===== src/rtl/module_pulso_nivel_pkg.sv =====
// Shared types and helpers for the pulse-to-level driver.
//   state_t    : controller state encoding (IDLE, HOLD, GUARD)
//   cnt_width  : width of the shared hold/guard down-counter
package pkg_pulso_nivel;

  typedef enum logic [1:0] {
    IDLE  = 2'd0,
    HOLD  = 2'd1,
    GUARD = 2'd2
  } state_t;

  // Wide enough to hold max(hold, guard) - 1. The floor of 2 keeps the width at 1 or more.
  function automatic int unsigned cnt_width(input int unsigned hold, input int unsigned guard);
    int unsigned m;
    m = (hold > guard) ? hold : guard;
    if (m < 2) m = 2;
    return $clog2(m);
  endfunction

endpackage


===== src/rtl/module_pulso_nivel_contador_carga.sv =====
// Loadable down-counter used for both the hold and guard intervals.
//   clk_i, rst_n_i : clock and asynchronous active-low reset (reset clears the count to 0)
//   load_i         : load load_val_i (has priority over decrement)
//   load_val_i     : value to load
//   dec_i          : decrement enable; ignored at zero so the count never wraps
//   zero_o         : count is zero
module module_contador_carga #(
  parameter int unsigned Width = 2
) (
  input  logic             clk_i,
  input  logic             rst_n_i,
  input  logic             load_i,
  input  logic [Width-1:0] load_val_i,
  input  logic             dec_i,
  output logic             zero_o
);

  logic [Width-1:0] cnt_d, cnt_q;

  always_comb begin
    cnt_d = cnt_q;
    if (load_i) begin
      cnt_d = load_val_i;
    end else if (dec_i && (cnt_q != '0)) begin
      cnt_d = cnt_q - 1'b1;
    end
  end

  always_ff @(posedge clk_i or negedge rst_n_i) begin
    if (!rst_n_i) begin
      cnt_q <= '0;
    end else begin
      cnt_q <= cnt_d;
    end
  end

  assign zero_o = (cnt_q == '0);

endmodule


===== src/rtl/module_pulso_nivel.sv =====
// Pulse-to-level driver: a one-cycle trigger drives nivel_o high for HOLD_CYCLES cycles,
// followed by a GUARD_CYCLES lockout during which triggers are ignored.
//   clk_i    : system clock
//   rst_n_i  : asynchronous active-low reset
//   pulso_i  : one-cycle trigger
//   cancel_i : abort the current hold (wins over pulso_i)
//   nivel_o  : driven level, high in HOLD
//   busy_o   : high in HOLD or GUARD
//   fin_o    : one-cycle pulse when a hold ends by timeout
// All outputs come straight from flops; none depends combinationally on an input.
module module_pulso_nivel
  import pkg_pulso_nivel::*;
#(
  parameter int unsigned HOLD_CYCLES  = 10_000_000,
  parameter int unsigned GUARD_CYCLES = 1_000_000,
  parameter bit          RETRIGGER    = 1'b1
) (
  input  logic clk_i,
  input  logic rst_n_i,
  input  logic pulso_i,
  input  logic cancel_i,
  output logic nivel_o,
  output logic busy_o,
  output logic fin_o
);

  localparam int unsigned W = cnt_width(HOLD_CYCLES, GUARD_CYCLES);
  localparam logic [W-1:0] HoldLoad  = W'(HOLD_CYCLES - 1);
  localparam logic [W-1:0] GuardLoad = W'((GUARD_CYCLES == 0) ? 0 : GUARD_CYCLES - 1);
  localparam bit NoGuard = (GUARD_CYCLES == 0);

  state_t         state_d, state_q;
  logic           load, dec, zero;
  logic [W-1:0]   load_val;
  logic           fin_d;
  logic           nivel_q, busy_q, fin_q;

  module_contador_carga #(
    .Width (W)
  ) u_contador (
    .clk_i      (clk_i),
    .rst_n_i    (rst_n_i),
    .load_i     (load),
    .load_val_i (load_val),
    .dec_i      (dec),
    .zero_o     (zero)
  );

  always_comb begin
    state_d  = state_q;
    load     = 1'b0;
    load_val = '0;
    dec      = 1'b0;
    fin_d    = 1'b0;
    unique case (state_q)
      IDLE: begin
        if (pulso_i && !cancel_i) begin
          state_d  = HOLD;
          load     = 1'b1;
          load_val = HoldLoad;
        end
      end
      HOLD: begin
        if (cancel_i) begin
          state_d  = NoGuard ? IDLE : GUARD;
          load     = 1'b1;
          load_val = GuardLoad;
        end else if (pulso_i && RETRIGGER) begin
          load     = 1'b1;
          load_val = HoldLoad;
        end else if (zero) begin
          state_d  = NoGuard ? IDLE : GUARD;
          load     = 1'b1;
          load_val = GuardLoad;
          fin_d    = 1'b1;
        end else begin
          dec = 1'b1;
        end
      end
      GUARD: begin
        if (zero) begin
          state_d = IDLE;
        end else begin
          dec = 1'b1;
        end
      end
      default: begin
        state_d = IDLE;
      end
    endcase
  end

  always_ff @(posedge clk_i or negedge rst_n_i) begin
    if (!rst_n_i) begin
      state_q <= IDLE;
      nivel_q <= 1'b0;
      busy_q  <= 1'b0;
      fin_q   <= 1'b0;
    end else begin
      state_q <= state_d;
      nivel_q <= (state_d == HOLD);
      busy_q  <= (state_d != IDLE);
      fin_q   <= fin_d;
    end
  end

  assign nivel_o = nivel_q;
  assign busy_o  = busy_q;
  assign fin_o   = fin_q;

endmodule

===== config.mk =====
export PLATFORM = sky130hd
export DESIGN_NAME = module_pulso_nivel
export DESIGN_NICKNAME = d
export VERILOG_FILES = /design/src/rtl/module_pulso_nivel_pkg.sv /design/src/rtl/module_pulso_nivel_contador_carga.sv /design/src/rtl/module_pulso_nivel.sv
export SDC_FILE = /design/constraint.sdc
export NUM_CORES = 1
export LEC_CHECK = 0
export CORE_ASPECT_RATIO = 0.9
export CORE_MARGIN = 2
export CORE_UTILIZATION = 35
export DETAILED_ROUTE_END_ITERATION = 7
export PLACE_DENSITY = 0.61
export SYNTH_ARGS = -nofsm -noshare
export SYNTH_HDL_FRONTEND = slang
export SYNTH_SLANG_ARGS = --single-unit

===== constraint.sdc =====
create_clock -name clk_i -period 6.6 [get_ports clk_i]
set_input_delay 1.98 -clock clk_i [delete_from_list [all_inputs] [get_ports clk_i]]
set_output_delay 1.98 -clock clk_i [all_outputs]
set_load 0.05 [all_outputs]

==> images/met3.png <==
The bar under the picture is 20 um long.
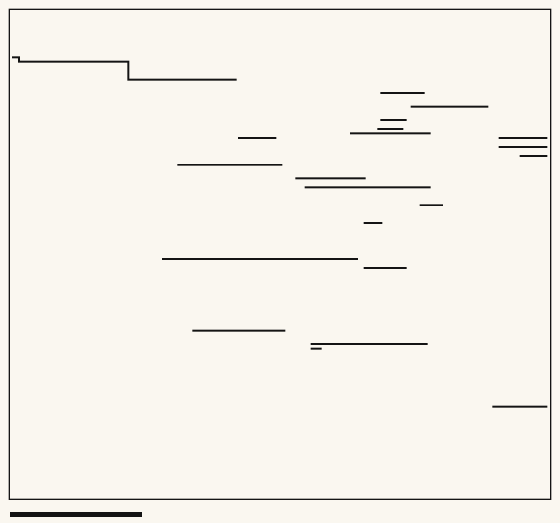
main direction: horizontal
share of all routed wire: 5.1%
longest straight run: 29.4 um
met3 track demand over resource in global routing: 4.13%
vias after detailed routing: 1,665
overall routed net length: 4430 um

==> tab_implementation.tex <==
% Table of physical implementation metrics
\begin{tabular}{lr}
\hline
Metric & Value \\
\hline
\multicolumn{2}{l}{\textbf{Timing}} \\
Final-layout worst hold slack & 0.563 ns \\
Period utilization & 61.4\% \\
Peak clock frequency supported by timing & 0.247 GHz \\
Worst Tran Pin Value & 0.928 ns \\
Time the final worst path needs with I/O delays and setup & 4.05 ns \\
Final TNS setup & 0 ns \\
\multicolumn{2}{l}{\textbf{Detailed routing}} \\
Detailed-routed wire length on met2 & 1890 um \\
DR top layer & met4 \\
Routed wire per std cell & 15.9 um \\
Met3 wire length & 225 um \\
Via density & 5.97 \\
DR iter-0 viols & 151 \\
WL met1 & 2300 um \\
\multicolumn{2}{l}{\textbf{Global routing}} \\
Number of global-route vias before repair & around 1,500 \\
Total grt overflow & 0 \\
Antenna violations before repair & 0 \\
GR met2 Demand/Resource & 23.1\% \\
First-pass GRT wire length & approximately 7600 um \\
Total global routing track utilization & about 16\% \\
\multicolumn{2}{l}{\textbf{Yosys}} \\
Seq share, synth & 37.9\% \\
Flip-flop cell with the highest count after synthesis & dfrtp\_1 \\
Gate Count Post-Synth & 208 \\
Number of cells in Yosys stat & 208 \\
Yosys warnings & 0 \\
Post-synth EDFFs & 0 \\
\multicolumn{2}{l}{\textbf{Worst hold path}} \\
Hold Path Sink & u\_contador.cnt\_q[17] \\
Hold/Removal Path Class & reg -> reg \\
Worst hold path stage count & 1 \\
\multicolumn{2}{l}{\textbf{CTS}} \\
Clock tree from TritonCTS & done \\
Number of levels the H-tree was split into & 2 \\
Hold-fix buffer count after cts & 0 \\
Total clock buffers created by CTS & 5 \\
Library cell used as clock root buffer & clkbuf\_8 \\
Gates resized, CTS repair & 0 \\
\multicolumn{2}{l}{\textbf{Cells and area}} \\
Top Registers & u\_contador.cnt\_q: 24 flops, state\_q: 2 flops \\
Post-route cell area & 2070 um\^{}2 \\
Layout Utilization & between 30\% and 40\% \\
Largest register by flop count & u\_contador.cnt\_q \\
Antenna diode count & 0 \\
Most frequent cells in the layout & dfrtp\_1, inv\_1, nor2\_1, a31oi\_1 \\
\multicolumn{2}{l}{\textbf{Worst setup path}} \\
Required time of the worst setup path & a little under 7 ns \\
Category of the worst setup path launch point & input pin \\
Worst Path Class, Setup & in -> reg \\
Reg-to-Reg Start & state\_q[1] \\
Data arrival, critical path & 4.25 ns \\
Number of cells on the worst reg-to-reg path & 8 \\
Slack of the worst reg-to-reg path & 3.93 ns \\
\multicolumn{2}{l}{\textbf{Power}} \\
Comb pwr share & 38.3\% \\
Net Sw Frac & 39.6\% \\
Power per standard cell area & 309 nW/um\^{}2 \\
Cell leakage power & approximately 0.76 nW \\
Maximum VDD drop & 118 uV \\
Clock network fraction of design power & between 20\% and 30\% \\
\multicolumn{2}{l}{\textbf{Place}} \\
Port Buffers & 6 \\
Instance count after placement with tap cells included & 271 \\
\multicolumn{2}{l}{\textbf{Outcome}} \\
Result of the run & finished, final reports clean \\
\multicolumn{2}{l}{\textbf{Floorplan}} \\
Overall chip area & between 6000 and 7000 um\^{}2 \\
Die boundary height & 74.2 um \\
Floorplan core density & 36.4\% \\
Count of pins on the block boundary & 7 \\
\hline
\end{tabular}
==> images/density.png <==
8 x 7 tiles, from black (low) to pale yellow (high), 0 to 100% covered.
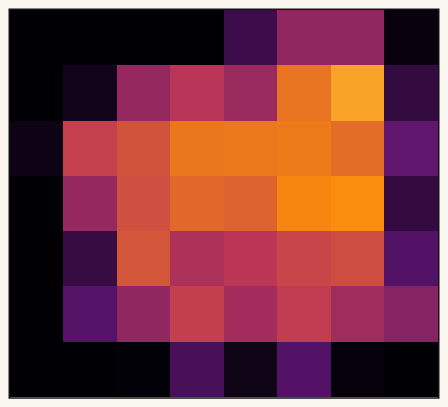
mean over tiles: 33%
nearly empty tiles: 23%
densest ninth of the die: middle
fullest tile: 80%

power by group through the flow:
stage / Combinational, mW / Sequential [mW] / Clock, mW
finish: 0.245 / 0.253 / 0.142
global route: 0.277 / 0.260 / 0.153
CTS: 0.245 / 0.253 / 0.146
detailed placement: 0.243 / 0.257 / 0
global placement: 0.245 / 0.255 / 0
floorplan: 0.177 / 0.265 / 0
cells by family after synthesis:
family | count (synthesis) | synth area share [%]
DFF | 29 | 37.9
buffers and inverters | 22 | 6.34
xor gates and xnor gates | 1 | 0.458
muxes | 1 | 0.523
and+or+nand+nor | 83 | 26.1
AOI/OAI and AO/OA | 66 | 24.7
adders and majority gates | 6 | 3.92
worst max-delay path: stages:
cell	delay (ns)
clkdlybuf4s50_1	0.55
nor3b_1	0.31
o21ai_1	0.17
o21bai_2	0.21
buf_4	0.22
or4_2	0.62
a21oi_1	0.17
area by class of cell:
type / count / area, um^2
fillers: 543 / 3180
multi-input cells: 157 / 1070
flip-flops and latches: 29 / 726
well taps: 67 / 83.8
clock buffers: 8 / 80.1
repair buffers: 8 / 75.1
inverters: 10 / 37.5
Yosys cell counts, types with 3 or more instances:
library cell	n	area [um^2]
a21o_1	5	37.5
a21oi_1	7	35.0
a22oi_1	3	22.5
a2bb2oi_1	3	26.3
a31oi_1	10	62.6
clkbuf_1	7	26.3
clkbuf_8	3	41.3
dfrtp_1	29	726
ha_1	6	75.1
inv_1	10	37.5
nand2_1	6	22.5
nand2b_1	7	43.8
nand3_1	7	35.0
nand4_1	5	31.3
nor2_1	10	37.5
nor3_1	8	40.0
nor3b_1	3	22.5
nor4_1	6	37.5
o211ai_1	3	22.5
o21ai_0	7	35.0
o22a_1	3	26.3
o31ai_1	8	60.1
or3_1	8	50.1
or4_1	5	37.5
or4_2	3	26.3
No activity file was given, so power comes from the tool's default toggle rates.
